[config.mk]
export PLATFORM = sky130hd
export DESIGN_NAME = demux1_2_8bit_stream
export DESIGN_NICKNAME = d
export VERILOG_FILES = /design/src/rtl/demux1_2_8bit_stream_pkg.sv /design/src/rtl/demux1_2_8bit_stream_out_stage.sv /design/src/rtl/demux1_2_8bit_stream.sv
export SDC_FILE = /design/constraint.sdc
export NUM_CORES = 1
export LEC_CHECK = 0
export CORE_ASPECT_RATIO = 1.1
export CORE_MARGIN = 10
export CORE_UTILIZATION = 34
export DETAILED_ROUTE_END_ITERATION = 16
export GPL_TIMING_DRIVEN = 0
export PLACE_DENSITY_LB_ADDON = 0.25
export SLEW_MARGIN = 15
export SYNTH_ARGS = -nofsm -noshare
export SYNTH_HDL_FRONTEND = slang
export SYNTH_SLANG_ARGS = --single-unit
[constraint.sdc]
create_clock -name clk -period 1.54 [get_ports clk]
set_input_delay 0.231 -clock clk [delete_from_list [all_inputs] [get_ports clk]]
set_output_delay 0.231 -clock clk [all_outputs]
set_load 0.01 [all_outputs]
[src/rtl/demux1_2_8bit_stream_pkg.sv]
// Shared definitions for the packet-aware 1:2 byte stream demultiplexer:
// default widths, FSM state encoding and route encoding.
package demux1_2_8bit_stream_pkg;

    localparam int WIDTH_DEF = 8;
    localparam int CNT_W_DEF = 8;

    typedef enum logic {
        ST_IDLE = 1'b0,
        ST_BUSY = 1'b1
    } state_e;

    localparam logic SEL_OUT0 = 1'b0;
    localparam logic SEL_OUT1 = 1'b1;

    // A new packet takes its route from in_sel; an open packet keeps the latched route.
    function automatic logic pick_tgt(input state_e state, input logic sel, input logic cur_sel);
        logic tgt;
        case (state)
            ST_IDLE: tgt = sel;
            ST_BUSY: tgt = cur_sel;
            default: tgt = SEL_OUT0;
        endcase
        return tgt;
    endfunction

endpackage

[src/rtl/demux1_2_8bit_stream_out_stage.sv]
// One-entry registered output stage: holds a data/last beat behind a valid/ready
// handshake and counts packets whose last beat is handed to the consumer.
module demux_out_stage
    import demux1_2_8bit_stream_pkg::*;
#(
    parameter int WIDTH = WIDTH_DEF,
    parameter int CNT_W = CNT_W_DEF
) (
    input  logic             clk,
    input  logic             rst,
    input  logic             load,
    input  logic [WIDTH-1:0] load_data,
    input  logic             load_last,
    input  logic             ready,
    output logic             free,
    output logic [WIDTH-1:0] data,
    output logic             valid,
    output logic             last,
    output logic [CNT_W-1:0] pkt_cnt
);

    logic [WIDTH-1:0] data_r;
    logic             valid_r;
    logic             last_r;
    logic [CNT_W-1:0] cnt_r;
    logic             drain_s;
    logic             free_s;

    // Handshake decode: a beat leaves when valid meets ready; the slot can accept when empty or draining.
    always_comb begin
        drain_s = 1'b0;
        free_s  = 1'b0;
        if (valid_r) begin
            drain_s = ready;
            free_s  = ready;
        end else begin
            drain_s = 1'b0;
            free_s  = 1'b1;
        end
    end

    // Holding register: a load wins over a drain so load-while-drain keeps valid high.
    always_ff @(posedge clk) begin
        if (rst) begin
            data_r  <= {WIDTH{1'b0}};
            valid_r <= 1'b0;
            last_r  <= 1'b0;
        end else if (load) begin
            data_r  <= load_data;
            valid_r <= 1'b1;
            last_r  <= load_last;
        end else if (drain_s) begin
            valid_r <= 1'b0;
        end
    end

    // Packet counter: counts completed last-beat handoffs and wraps freely.
    always_ff @(posedge clk) begin
        if (rst) begin
            cnt_r <= {CNT_W{1'b0}};
        end else if (drain_s && last_r) begin
            cnt_r <= cnt_r + {{(CNT_W-1){1'b0}}, 1'b1};
        end
    end

    assign free    = free_s;
    assign data    = data_r;
    assign valid   = valid_r;
    assign last    = last_r;
    assign pkt_cnt = cnt_r;

endmodule

[src/rtl/demux1_2_8bit_stream.sv]
// Packet-aware 1:2 byte stream demultiplexer: the route is latched on the first
// beat of a packet and held until its last beat is accepted.
module demux1_2_8bit_stream
    import demux1_2_8bit_stream_pkg::*;
#(
    parameter int WIDTH = WIDTH_DEF,
    parameter int CNT_W = CNT_W_DEF
) (
    input  logic             clk,
    input  logic             rst,
    input  logic [WIDTH-1:0] in_data,
    input  logic             in_valid,
    input  logic             in_last,
    input  logic             in_sel,
    output logic             in_ready,
    output logic [WIDTH-1:0] out0_data,
    output logic             out0_valid,
    output logic             out0_last,
    input  logic             out0_ready,
    output logic [WIDTH-1:0] out1_data,
    output logic             out1_valid,
    output logic             out1_last,
    input  logic             out1_ready,
    output logic [CNT_W-1:0] pkt_cnt0,
    output logic [CNT_W-1:0] pkt_cnt1
);

    state_e state_r;
    logic   cur_sel_r;
    logic   tgt_s;
    logic   free0_s;
    logic   free1_s;
    logic   ready_s;
    logic   accept_s;
    logic   load0_s;
    logic   load1_s;

    // Target selection, input backpressure and per-port load strobes.
    always_comb begin
        tgt_s    = pick_tgt(state_r, in_sel, cur_sel_r);
        ready_s  = 1'b0;
        accept_s = 1'b0;
        load0_s  = 1'b0;
        load1_s  = 1'b0;
        if (rst) begin
            ready_s = 1'b0;
        end else if (tgt_s == SEL_OUT1) begin
            ready_s = free1_s;
        end else begin
            ready_s = free0_s;
        end
        accept_s = in_valid & ready_s;
        if (accept_s) begin
            load0_s = (tgt_s == SEL_OUT0);
            load1_s = (tgt_s == SEL_OUT1);
        end else begin
            load0_s = 1'b0;
            load1_s = 1'b0;
        end
    end

    // Packet FSM: opens on a non-last first beat, closes when the last beat is accepted.
    always_ff @(posedge clk) begin
        if (rst) begin
            state_r   <= ST_IDLE;
            cur_sel_r <= SEL_OUT0;
        end else if (accept_s) begin
            case (state_r)
                ST_IDLE: begin
                    if (!in_last) begin
                        state_r   <= ST_BUSY;
                        cur_sel_r <= tgt_s;
                    end else begin
                        state_r <= ST_IDLE;
                    end
                end
                ST_BUSY: begin
                    if (in_last) begin
                        state_r <= ST_IDLE;
                    end else begin
                        state_r <= ST_BUSY;
                    end
                end
                default: begin
                    state_r   <= ST_IDLE;
                    cur_sel_r <= SEL_OUT0;
                end
            endcase
        end
    end

    assign in_ready = ready_s;

    demux_out_stage #(
        .WIDTH (WIDTH),
        .CNT_W (CNT_W)
    ) u_out0 (
        .clk       (clk),
        .rst       (rst),
        .load      (load0_s),
        .load_data (in_data),
        .load_last (in_last),
        .ready     (out0_ready),
        .free      (free0_s),
        .data      (out0_data),
        .valid     (out0_valid),
        .last      (out0_last),
        .pkt_cnt   (pkt_cnt0)
    );

    demux_out_stage #(
        .WIDTH (WIDTH),
        .CNT_W (CNT_W)
    ) u_out1 (
        .clk       (clk),
        .rst       (rst),
        .load      (load1_s),
        .load_data (in_data),
        .load_last (in_last),
        .ready     (out1_ready),
        .free      (free1_s),
        .data      (out1_data),
        .valid     (out1_valid),
        .last      (out1_last),
        .pkt_cnt   (pkt_cnt1)
    );

endmodule
Figure 1. Signal wires on met1.
Supply wires on this layer in gray.
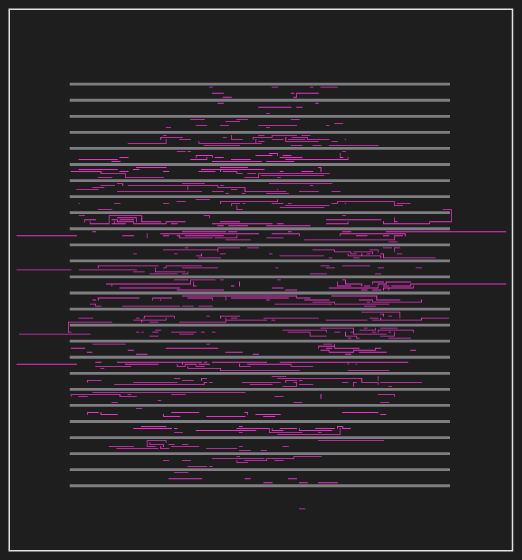
The wires run mostly horizontal. The layer holds 42% of the routed length. 208 nets have wire on it. The layer carries 1,620 um of wire. The longest straight run is 25.8 um.
final routed wirelength across all metal layers: 3.86 mm
met1 usage in global routing: 10.2%
detailed-route via count: 1,297

Figure 2. Gate-type map.
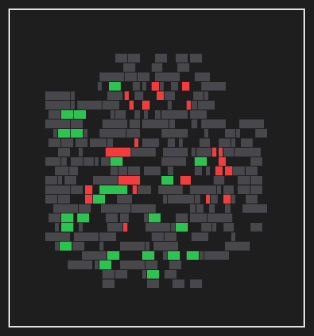
NAND gates: in red, cells 22, where middle. multiplexers: in green, cells 22.
tally of non-filler cells in the final layout: 277
fraction of area in multi-input gates: 33.7%
most common cell after layout, fill and taps aside: sky130_fd_sc_hd__clkdlybuf4s50_1

==> flow_summary.json <==
{
  "timing.final.ws_setup_ns": 0.0248,
  "numClockSinks": 38,
  "crit_buf_inv": 1,
  "postLayoutCellArea_um2": 2340,
  "met3_track_demand_over_resource_pct": 6.97,
  "areaGrowthSynthToFinish_pct": 48.3,
  "worst_setup_hold_path_clk_slew_ns": 0.07,
  "run_status": "complete, no violations",
  "use_met2_pct": 15.7,
  "mux_share_pct": 14.2,
  "htreeDepth": 2,
  "final_setup_vio_count": 0,
  "top_signal_layer_used": "met4",
  "syn-mean-instance-area_um2": 9.86,
  "adders_majority_by_area_pct": 1.59,
  "diode_count": 0,
  "cts-root-to-sink-buffers": 2,
  "grt.busiest_layer": "met2",
  "fp-row-count": 25,
  "synth.cellmix.compoundShare_pct": 3.81,
  "tritoncts": "yes",
  "post-synth-top-area-fraction_pct": 48.2,
  "ys_cells": 160,
  "place_ws_ns": -0.960,
  "synthesis.area_um2": 1580,
  "cp_data_required_time_ns": 1.31,
  "ys_top_cells_by_area": "sky130_fd_sc_hd__dfxtp_1 (48%), sky130_fd_sc_hd__mux2i_1 (13%), sky130_fd_sc_hd__nor2_1 (7.6%)",
  "boundaryPins": 52,
  "grt_setup_unrepaired": "yes",
  "routed-wl-met2_mm": 1.74,
  "met1_routed_wirelength_after_detailed_routing_mm": 1.62,
  "seq_area_frac_synth_pct": 48.2,
  "total_power_density_per_cell_area_nw_per_um2": 871,
  "wl_per_cell_um": 13.9,
  "worst_min_delay_path_class": "in2reg",
  "hpwlAfterDp_mm": 2.94,
  "critPathSlowestCell": "sky130_fd_sc_hd__dfxtp_4",
  "max-vdd-ir-drop_mv": 0.664,
  "initial_antenna_violation_count": 0,
  "timing.reg2reg.setup_slack_ns": 0.10,
  "post_synth_inst_count": 160,
  "max_stage_delay_ns": 0.37,
  "initial_utilization_pct": 36.0,
  "timing.critical_path.to_type": "output pin",
  "finalHoldViolations": 0,
  "cts_buffers": 5,
  "drive_above_1_share_pct": 15.7,
  "core_region_area_um2": 4380,
  "viasPerCell": 4.68,
  "xor_area_share_pct": 6.66,
  "remaining_drc_errors": 0,
  "placed_cells_incl_taps": 265,
  "post-route-min-period_ns": 1.52,
  "synth_nets": 177,
  "post_synth_top_area_cell": "sky130_fd_sc_hd__dfxtp_1",
  "fmax_mhz": 660,
  "ctsRootBufferMaster": "sky130_fd_sc_hd__clkbuf_8",
  "drtIter0Drc": 60,
  "yosys.area_share.simple_pct": 22.9,
  "drt.antenna.violating_nets": 0
}
Figure 3. Clock wiring as the flow saved it.
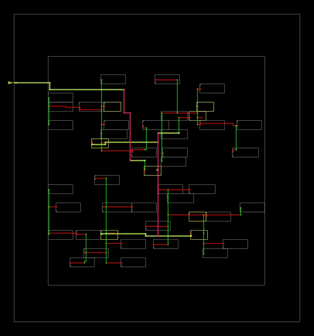
clock-net power: 785 uW
clock network latency to the later pin of the worst-skew pair: 0.29 ns

Figure 4. I/O pins on the die edge.
Pins as bars across the die edge, other pins in gray.
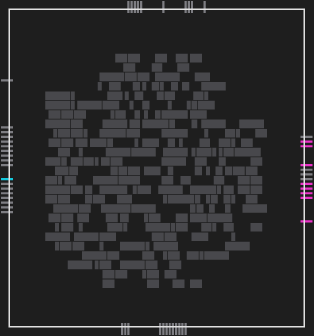
pkt_cnt0: in magenta, pins 8, direction output, edge right. in_last: in cyan, pins 1, direction input, edge left.
All pins by edge: 18 left, 12 bottom, 12 right, 10 top.
die width: 85.0 um
Die H: 91.4 um
count of buffers inserted at the top-level ports: 51

## stage by stage
stage / hold WS (ns) / setup TNS (ns) / utilization [%] / power (mW)
after floorplan: 0.324 / 0 / - / 1.15
after global placement: 0.471 / -8.43 / 49.2 / 1.26
after detailed placement: 0.484 / -9.32 / 49.2 / 1.26
after CTS: 0.505 / 0 / 53.2 / 2.07
after global routing: 0.363 / -0.0554 / 53.4 / 2.13
final: 0.332 / 0 / 53.4 / 2.04
## report_power, final
group | internal, mW | total [mW] | switching [mW]
Sequential | 1.01 | 1.02 | 0.0164
Clock | 0.452 | 0.785 | 0.334
Combinational | 0.132 | 0.229 | 0.0979
## worst min-delay path: stages
cell,delay (ns)
sky130_fd_sc_hd__dlymetal6s2s_1,0.16
sky130_fd_sc_hd__nand2b_1,0.12
sky130_fd_sc_hd__mux2i_1,0.06
## logic make-up after synthesis
group                      after synthesis
and+or+nand+nor                         69
DFF                                     38
muxes                                   22
xor gates and xnor gates                12
AOI/OAI and AO/OA                        9
buffers and inverters                    8
adders and majority gates                2
## final timing paths
check | startpoint | end | cells after the start
worst max-delay path | state_r$_SDFFE_PP0P_ | in_ready | 4
worst min-delay path | rst | cur_sel_r$_SDFFE_PP0P_ | 3
worst max register to register | state_r$_SDFFE_PP0P_ | cur_sel_r$_SDFFE_PP0P_ | 5
worst min register to register | u_out1.data[3]$_SDFFE_PP0P_ | u_out1.data[3]$_SDFFE_PP0P_ | 2
## flip-flops by register name, indices dropped and copies added (netlist names)
signal and flops:
u_out0.data 8, u_out0.pkt_cnt 8, u_out1.data 8, u_out1.pkt_cnt 8, cur_sel_r 1, state_r 1
u_out0.last 1, u_out0.valid 1, u_out1.last 1, u_out1.valid 1
## repair_timing
action,CTS,global route
hold buffers,0,0
buffers inserted,4,0
endpoints found under the setup margin,26,10
resized,17,7
gates cloned,0,0
pin swaps,0,1
## synthesized netlist by cell type
master                     number
sky130_fd_sc_hd__dfxtp_1       38
sky130_fd_sc_hd__nor2_1        32
sky130_fd_sc_hd__mux2i_1       21
sky130_fd_sc_hd__nand2_1        9
sky130_fd_sc_hd__nand4_1        8
sky130_fd_sc_hd__xnor2_1        6
sky130_fd_sc_hd__xor2_1         6
sky130_fd_sc_hd__a21oi_1        5
sky130_fd_sc_hd__and3_1         5
sky130_fd_sc_hd__clkbuf_1       4
sky130_fd_sc_hd__nor3_1         4
sky130_fd_sc_hd__nand2b_1       3
sky130_fd_sc_hd__a211oi_2       2
sky130_fd_sc_hd__buf_1          2
sky130_fd_sc_hd__ha_1           2
sky130_fd_sc_hd__o21ai_0        2
sky130_fd_sc_hd__or3_1          2
sky130_fd_sc_hd__and2b_2        1
sky130_fd_sc_hd__and3b_2        1
sky130_fd_sc_hd__buf_4          1
sky130_fd_sc_hd__buf_6          1
sky130_fd_sc_hd__mux2i_2        1
sky130_fd_sc_hd__nand3_4        1
sky130_fd_sc_hd__nand3b_4       1
sky130_fd_sc_hd__nor3_2         1
sky130_fd_sc_hd__or2b_2         1
## area by class of cell
class                           instances  area, um2
Tap cell                               54       67.6
Timing Repair Buffer                   55        541
Fill cell                             415       2040
Buffer                                  8       58.8
Multi-Input combinational cell        114        790
Sequential cell                        38        773
Clock buffer                            8        110
No activity file was given, so power comes from the tool's default toggle rates.
